===== src/rtl/bamse_porta_in.sv =====
// bamse_porta_in: PacoBlaze input port. Synchronises an 8-bit pin bus, latches
// per-bit selectable edges and raises irq for enabled pending edges.
// Register map (offset from PORT_BASE): +0 DATA (RO), +1 EDGE (W1C),
// +2 MASK (RW), +3 POL (RW, 1 = falling edge).
// Build macro PORTA_IN_DEBOUNCE_EN adds a per-bit stable-cycle debounce
// in front of the level/edge logic.
module bamse_porta_in #(
    parameter logic [7:0]  PORT_BASE       = 8'h10,
    parameter int unsigned DEBOUNCE_CYCLES = 16
) (
    input  logic       clk,
    input  logic       rst,
    input  logic [7:0] pins,
    input  logic [7:0] port_id,
    input  logic       read_strobe,
    input  logic       write_strobe,
    input  logic [7:0] out_port,
    output logic [7:0] in_port,
    output logic       irq
);

    typedef enum logic [1:0] {
        OFS_DATA = 2'd0,
        OFS_EDGE = 2'd1,
        OFS_MASK = 2'd2,
        OFS_POL  = 2'd3
    } ofs_e;

    logic [7:0] s1;
    logic [7:0] s2;
    logic [7:0] lvl;
    logic [7:0] lvl_q;
    logic [7:0] edge_flags;
    logic [7:0] mask;
    logic [7:0] pol;
    logic [7:0] det;
    logic [7:0] clr;
    logic [7:0] rd_data;
    logic       hit;
    ofs_e       ofs;

    // Reads have no side effects, so the read strobe carries no information here.
    logic unused_read_strobe;
    assign unused_read_strobe = read_strobe;

    assign hit = (port_id[7:2] == PORT_BASE[7:2]);
    assign ofs = ofs_e'(port_id[1:0]);

    // Two-flop synchroniser for the asynchronous pins.
    // NOTE: sequential state uses non-blocking (<=) so every flop samples pre-edge values.
    always_ff @(posedge clk or posedge rst) begin
        if (rst) begin
            s1 <= '0;
            s2 <= '0;
        end else begin
            s1 <= pins;
            s2 <= s1;
        end
    end

`ifdef PORTA_IN_DEBOUNCE_EN
    localparam logic [7:0] DB_LAST = 8'(DEBOUNCE_CYCLES - 1);

    logic [7:0] db_cnt [8];

    // Per-bit debounce: adopt s2 only after it has differed from L for DEBOUNCE_CYCLES clocks.
    // NOTE: these counters are ordinary flops, not a RAM, so they take the async reset too.
    always_ff @(posedge clk or posedge rst) begin
        if (rst) begin
            lvl <= '0;
            for (int i = 0; i < 8; i++) begin
                db_cnt[i] <= '0;
            end
        end else begin
            for (int i = 0; i < 8; i++) begin
                if (s2[i] == lvl[i]) begin
                    db_cnt[i] <= '0;
                end else if (db_cnt[i] == DB_LAST) begin
                    lvl[i]    <= s2[i];
                    db_cnt[i] <= '0;
                end else begin
                    db_cnt[i] <= db_cnt[i] + 8'd1;
                end
            end
        end
    end
`else
    assign lvl = s2;
`endif

    // Edge select: rising where POL=0, falling where POL=1; only L transitions count,
    // so rewriting POL can never fabricate an edge.
    assign det = (lvl & ~lvl_q & ~pol) | (~lvl & lvl_q & pol);

    // Write-one-to-clear mask for EDGE, active only on a write to offset +1.
    assign clr = (write_strobe && hit && (ofs == OFS_EDGE)) ? out_port : 8'h00;

    // Previous level, edge flags, interrupt and the RW control registers.
    always_ff @(posedge clk or posedge rst) begin
        if (rst) begin
            lvl_q      <= '0;
            edge_flags <= '0;
            mask       <= '0;
            pol        <= '0;
            irq        <= 1'b0;
        end else begin
            lvl_q      <= lvl;
            // A new edge in the same cycle as its W1C wins, so no event is lost.
            edge_flags <= (edge_flags & ~clr) | det;
            irq        <= |(edge_flags & mask);
            if (write_strobe && hit && (ofs == OFS_MASK)) begin
                mask <= out_port;
            end
            if (write_strobe && hit && (ofs == OFS_POL)) begin
                pol <= out_port;
            end
        end
    end

    // Read mux; returns zero when not addressed so the SoC can OR-merge ports.
    // NOTE: the default assignment first keeps this block purely combinational (no latch).
    always_comb begin
        rd_data = 8'h00;
        if (hit) begin
            case (ofs)
                OFS_DATA: rd_data = lvl;
                OFS_EDGE: rd_data = edge_flags;
                OFS_MASK: rd_data = mask;
                OFS_POL:  rd_data = pol;
                default:  rd_data = 8'h00;
            endcase
        end
    end

    // Registered read data, one clock behind port_id.
    always_ff @(posedge clk or posedge rst) begin
        if (rst) begin
            in_port <= '0;
        end else begin
            in_port <= rd_data;
        end
    end

endmodule

===== config.mk =====
export PLATFORM = sky130hd
export DESIGN_NAME = bamse_porta_in
export DESIGN_NICKNAME = d
export VERILOG_FILES = /design/src/rtl/bamse_porta_in.sv
export SDC_FILE = /design/constraint.sdc
export NUM_CORES = 1
export LEC_CHECK = 0
export ABC_AREA = 1
export ABC_CLOCK_PERIOD_IN_PS = 3800
export CELL_PAD_IN_SITES_DETAIL_PLACEMENT = 0
export CELL_PAD_IN_SITES_GLOBAL_PLACEMENT = 1
export CORE_ASPECT_RATIO = 0.6
export CORE_MARGIN = 2
export CORE_UTILIZATION = 41
export DETAILED_ROUTE_END_ITERATION = 8
export DONT_BUFFER_PORTS = 1
export PLACE_DENSITY = 0.73
export SYNTH_ARGS = -nofsm -noshare
export SYNTH_HDL_FRONTEND = slang
export SYNTH_SLANG_ARGS = --single-unit

===== constraint.sdc =====
create_clock -name clk -period 3.8 [get_ports clk]
set_clock_uncertainty 0.15 [all_clocks]
set_input_delay 0.57 -clock clk [delete_from_list [all_inputs] [get_ports clk]]
set_output_delay 0.57 -clock clk [all_outputs]
set_load 0.01 [all_outputs]

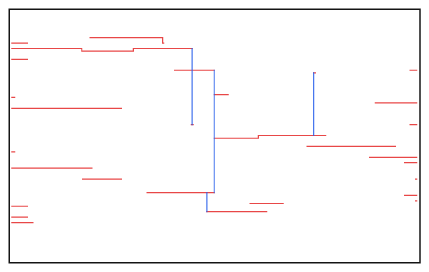
run_1/wires.png
(4 px per um) Two of the layers only.
Key: metal 3 = red [wire length 282 um]; metal 4 = blue [wire length 70.0 um]

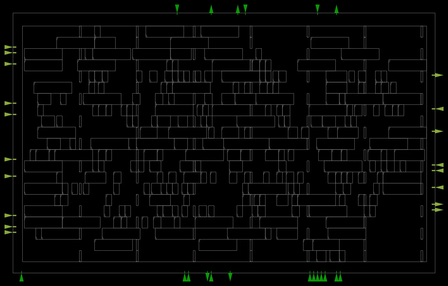
run_1/placement.png
layout filler cell count: 557
std cell rows: 21
Flops: 57
fin cells: 346

==> flow_summary.json, run 1 <==
{
  "yosys.area.top_type": "dfrtp_1",
  "path_max_fanout": 16,
  "clock_sinks": 57,
  "yosysTopAreaCellShare_pct": 60.0,
  "period_needed_ns": 1.50,
  "ir_drop_uv": 227,
  "powerDensity_mw_per_mm2": 482,
  "firstDrtPassIters": 4,
  "slew_headroom_pct": 53.9,
  "path_clk_slew_ns": 0.07,
  "log.warning_count": 27,
  "path_cells": "inv_1 -> nor2_2 -> nand3_4 -> nor2_8 -> nand2_4 -> nand2_1 -> o21ai_2",
  "gr-total-overflow": 0,
  "die_y_um": 63,
  "required_ns": 3.87,
  "ys_sh_simple_pct": 21.4,
  "clk_latency_ns": 0.34,
  "cp_top_family": "simple AND/OR/NAND/NOR gates",
  "die_w_um": 102,
  "arrival_ns": 1.57,
  "finalNetCount": 289,
  "area_leaders": "dfrtp_1 (60%), nand2_1 (12%), o21ai_2 (5.9%)",
  "ys_cells": 252,
  "maxCapViolations": 0,
  "synth-xor-area-share_pct": 0,
  "p_leak_nw": 1.29,
  "n_antenna_cell": 0,
  "grt_pass1_wl_mm": 7.84,
  "grt_pass1_vias": 1603,
  "fp_nets": 280,
  "detail_route.wl_per_cell_um": 13.4,
  "ys_sh_mux_pct": 0,
  "post_cts_buffers": 0,
  "synth.logic.top_family": "simple AND/OR/NAND/NOR gates",
  "syn_area_per_cell_um2": 9.44,
  "clock_path_buffers": 2,
  "drive_above_1_share_pct": 17.3,
  "setup_tns_ns": 0,
  "cts_hold_buffers": 0,
  "drt_iter0_drc": 78,
  "max_stage_delay_ns": 0.26,
  "rsz0062_at_grt": "no",
  "gp_congestion": 0.752,
  "synth-seq-cells": 57,
  "post-route-period-util_pct": 39.5,
  "grt_usage_pct": 17.0,
  "path_buffers": 1,
  "vias_per_cell": 4.69,
  "dp_hpwl_mm": 3.25,
  "ys_sh_adder_pct": 0,
  "syn2layout_area_growth_pct": 11.5,
  "coreArea_mm2": 0.00560,
  "synth_cell_types": 20,
  "ys_seq_share_pct": 60.0,
  "min_path_type": "input port to async pin",
  "placedCellCount": 330,
  "fp-utilization_pct": 42.5,
  "grt_start_max_net_pins": 35,
  "port_buffers": 0,
  "finalSetupViolations": 0,
  "cts_tree": "done",
  "cp_slowest_cell": "nor2_8",
  "root_buffer": "clkbuf_8",
  "syn_inst": 252,
  "ctsResizeCount": 0,
  "ios": 37,
  "status": "completed",
  "critPathKind": "input port to flop",
  "antenna_left": 0,
  "yosys.stat.chipArea_mm2": 0.00238,
  "timing.fmax_mhz": 666,
  "hold_viol_final": 0,
  "mappedNetlistArea_mm2": 0.00238
}
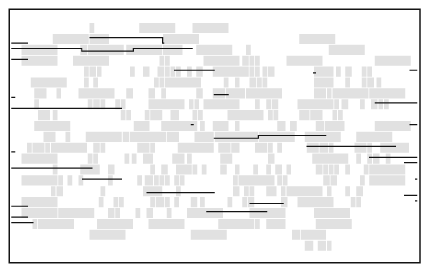
run_1/layer_met3.png
(4 px per um)
The wires run mostly horizontal. 21 nets have wire on it.
aggregate routed wire length: 4.65 mm
via count: 1623
routing usage on met3: 8.28%

-- run 1: registers in the layout, indices dropped and copies added (netlist names) --
register,count
irq,1
mask,8
edge_flags,8
pol,8
s1,8
lvl,8
in_port,8
lvl_q,8
-- run 1: metrics by stage --
stage | hold WS (ns) | cell area, um2 | utilization [%] | setup slack (ns) | total power [W]
2_1_floorplan | 0.181 | 2380 | - | 1.68 | 0.000712
5_1_grt | 0.0715 | 2650 | 47.4 | 2.18 | 0.00134
4_1_cts | 0.0746 | 2650 | 47.4 | 2.31 | 0.00130
3_5_place_dp | 0.185 | 2460 | 43.9 | 1.95 | 0.000732
3_3_place_gp | 0.183 | 2460 | 43.9 | 1.95 | 0.000730
6_report | 0.0566 | 2650 | 47.4 | 2.30 | 0.00128
-- run 1: synthesized netlist by cell type --
library cell and n:
nor2_4 1, a21oi_1 14, nor2_1 15, inv_2 1, nand3_4 1, o21ai_0 11, nand3_1 8, nand4_1 1
dfrtp_1 57, nor2_8 1, inv_1 35, buf_4 1, nand2_4 2, nor3_1 2, nand2_1 75, nand2_2 4
buf_6 2, o22ai_1 2, nor2_2 3, o21ai_2 16
-- run 1: area by class of cell --
cell class | instances | area, um2 | area share [%]
clock buffer | 11 | 141 | 5.33
timing repair buffer | 1 | 7.51 | 0.283
inverter | 36 | 135 | 5.09
sequential | 57 | 1430 | 53.8
multi-input combinational | 156 | 787 | 29.7
clock inverter | 5 | 55.1 | 2.08
tap | 80 | 100 | 3.77
-- run 1: layer usage --
metal | global-route usage, % | up-vias | wire length, um
li1 | - | 808 | -
met1 | 24.5 | 772 | 2490
met2 | 21.6 | 33 | 1810
met3 | 8.28 | 10 | 281
met4 | 6.50 | 0 | 70
met5 | 0 | - | 0
-- run 1: cell families (layout without fill, tap and decap cells) --
logic type,after synthesis,after routing
flops,57,57
simple gates,113,113
compound gates,43,43
buf+inv,39,53
-- run 1: placed cells by master (no fill, tap or decap), drive strengths merged --
cell / instances
o22ai: 2
nor2: 20
buf: 1
clkinvlp: 2
nand3: 9
clkbuf: 11
dfrtp: 57
nand2: 81
a21oi: 14
clkinv: 2
o21ai: 27
bufinv: 1
inv: 36
nand4: 1
nor3: 2
-- run 1: worst paths after layout --
kind	start	slack (ns)	end	depth (start not counted)
worst max register to register	edge_flags[7]	2.64	irq	4
worst max-delay path	port_id[4]	2.30	pol[1]	7
worst min-delay path	rst	0.06	s1[2]	1
min in group clk	pins[6]	0.10	s1[6]	0
worst min register to register	s1[7]	0.20	lvl[7]	0
max in group asynchronous	rst	2.65	pol[1]	2
-- run 1: power by group --
| group | total [W] | switching (W) | internal, W |
|---|---|---|---|
| Sequential | 0.000648 | 0.0000162 | 0.000632 |
| Clock | 0.000561 | 0.000243 | 0.000318 |
| Combinational | 0.0000708 | 0.0000495 | 0.0000213 |
run_1/io_fan.png
(6 px per um)
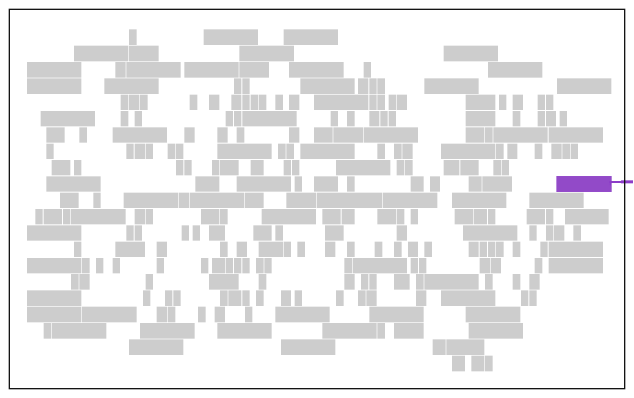

==> run 2, diff against run 1 <==
Settings changed: ABC_CLOCK_PERIOD_IN_PS 3800 to 1440.
Clock period 3.8 ns to 1.44 ns, I/O delays scaled along.
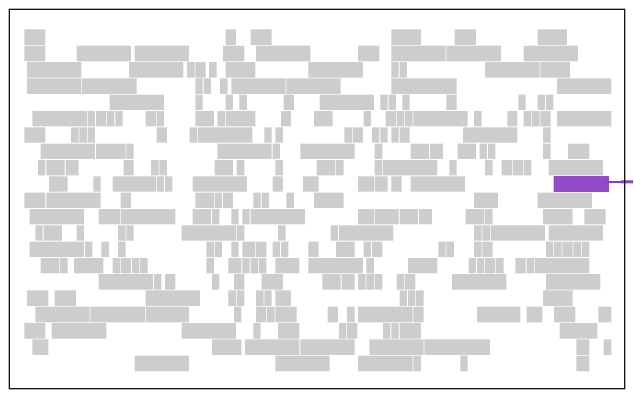
run_2/io_fan.png
(6 px per um)
Key: irq = purple [bits 1, direction output, end cells 1, buffers 0, wire 2.60 um]
IO Pins: 37
Port Buffers: 0

==> run 2 against run 1 <==
Effect of this change:
- global-route usage increased by 1.1 points
- sequential power went up to 2.6 times the previous value
- clock power went up to 3.1 times the previous value
- combinational power went up to 3.6 times the previous value
- worst hold slack got worse by 0.026 ns
==> flow_summary.json, run 2 <==
{
  "hold_depth": 4,
  "cp_top_family": "flip-flops",
  "comb_area_um2": 787,
  "antenna_left": 0,
  "post-route-cell-area_mm2": 0.00295,
  "synthArstFlopShare_pct": 100,
  "die_y_um": 63,
  "die_w_um": 102,
  "status": "completed",
  "ys_cells": 252,
  "ctsResizeCount": 0,
  "max_stage_delay_ns": 0.40,
  "synth-seq-cells": 57,
  "finalNetCount": 314,
  "drt_iter0_drc": 58,
  "common_cells": "nand2_1 (75), dfrtp_1 (57), inv_1 (35), o21ai_2 (16), nor2_1 (15)",
  "clk_latency_ns": 0.35,
  "path_buffers": 0,
  "firstDrtPassIters": 4,
  "synth_cell_types": 20,
  "vias_per_cell": 4.58,
  "clock_sinks": 57,
  "seq_area_mm2": 0.00143,
  "syn_area_per_cell_um2": 9.44,
  "synth-edff-count": 0,
  "syn2layout_area_growth_pct": 24.0,
  "min_path_type": "input port to flop",
  "syn_inst": 252,
  "grt_start_max_net_pins": 24,
  "ir_drop_uv": 611,
  "rows": 21,
  "post_cts_buffers": 0,
  "p_leak_nw": 1.43,
  "r2r_cells": 4,
  "cp.depth": 4,
  "ys_seq_share_pct": 60.0,
  "lay_top_cells": "nand2_1 (75), dfrtp_1 (57), inv_1 (34)",
  "routed_wl_mm": 4.89,
  "yosysTopAreaCellShare_pct": 60.0,
  "fp-utilization_pct": 42.5,
  "drive_above_1_share_pct": 17.6,
  "detail_route.wl_per_cell_um": 13.2,
  "path_clk_slew_ns": 0.06,
  "hold_viol_final": 0,
  "critPathKind": "flop to flop",
  "yosys.stat.chipArea_mm2": 0.00238,
  "required_ns": 1.49,
  "fp_nets": 280,
  "maxCapViolations": 0,
  "slew_headroom_pct": 74.3,
  "path_max_fanout": 3,
  "fillCellCount": 520,
  "mappedNetlistArea_mm2": 0.00238,
  "path_cells": "nand2_1 -> o21ai_0 -> a21oi_1 -> nand4_1",
  "gp_congestion": 0.754,
  "place_area_mm2": 0.00253,
  "grt_pass1_wl_mm": 8.27,
  "grt_usage_pct": 18.0,
  "cts_hold_buffers": 19,
  "yosys.area.top_type": "dfrtp_1",
  "post-route-period-util_pct": 81.2,
  "vias": 1694,
  "coreArea_mm2": 0.00560,
  "n_antenna_cell": 0,
  "gr-total-overflow": 0,
  "cts_tree": "done",
  "dp_hpwl_mm": 3.31
}
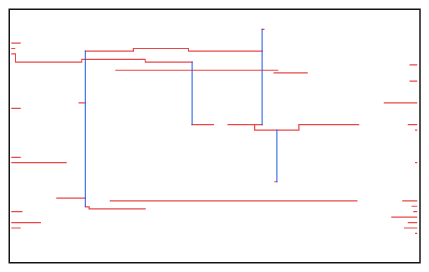
run_2/wires.png
(4 px per um) Two of the layers only.
Key: metal 3 = red [wire length 335 um]; metal 4 = blue [wire length 91.1 um]

[run 2: cell counts after synthesis]
Identical to the previous run, type by type.
[run 2: through the flow]
step / hold slack [ns] / worst slack (ns) / std cells / total power, W
after floorplan: 0.0974 / 0.164 / 252 / 0.00188
after CTS: 0.0116 / 0.278 / 370 / 0.00375
after detailed placement: -0.0539 / 0.145 / 336 / 0.00195
after global placement: -0.0545 / 0.156 / 336 / 0.00195
after global routing: 0.0492 / 0.192 / 370 / 0.00387
final: 0.0309 / 0.271 / 370 / 0.00368
[run 2: path summary, 6_finish.rpt]
path	slack (ns)	from	endpoint
min in group asynchronous	0.19	rst	lvl[6]
worst max register to register	0.27	mask[7]	irq
worst min-delay path	0.03	port_id[1]	in_port[6]
worst min register to register	0.19	s1[0]	lvl[0]
worst max-delay path	0.27	mask[7]	irq
max in group asynchronous	0.52	rst	mask[7]
[run 2: report_power, final]
group          switching (W)  leakage (nW)  internal [W]  total (W)
clock network       0.000615         0.116       0.00111    0.00172
registers          0.0000426         0.695       0.00167    0.00171
logic               0.000146         0.617      0.000106   0.000252
total               0.000804          1.43       0.00288    0.00368
[run 2: area by class of cell]
cell class,instances,area share [%]
clock buffer,13,5.73
clock inverter,2,2.04
inverter,36,4.71
multi-input combinational,156,26.7
sequential,57,48.4
tap,80,3.39
timing repair buffer,26,9.08
[run 2: kinds of logic (layout without fill, tap and decap cells)]
family / Yosys count / in the layout / share of synthesized area (%)
DFF: 57 / 57 / 60.0
and+or+nand+nor: 113 / 113 / 21.4
buffers and inverters: 39 / 77 / 6.94
AOI/OAI and AO/OA: 43 / 43 / 11.7
[run 2: worst min-delay path, cell delays in order]
cell and delay (ns):
nand2_1 0.04, o22ai_1 0.05, nor2_1 0.09, a21oi_1 0.08
[run 2: metal layers]
metal,track usage (%),up-vias,wire length (um)
li1,-,856,-
met1,25.0,789,2480
met2,23.8,38,1980
met3,8.72,11,334
met4,7.50,0,91
met5,0,-,0
No activity file was given, so power comes from the tool's default toggle rates.
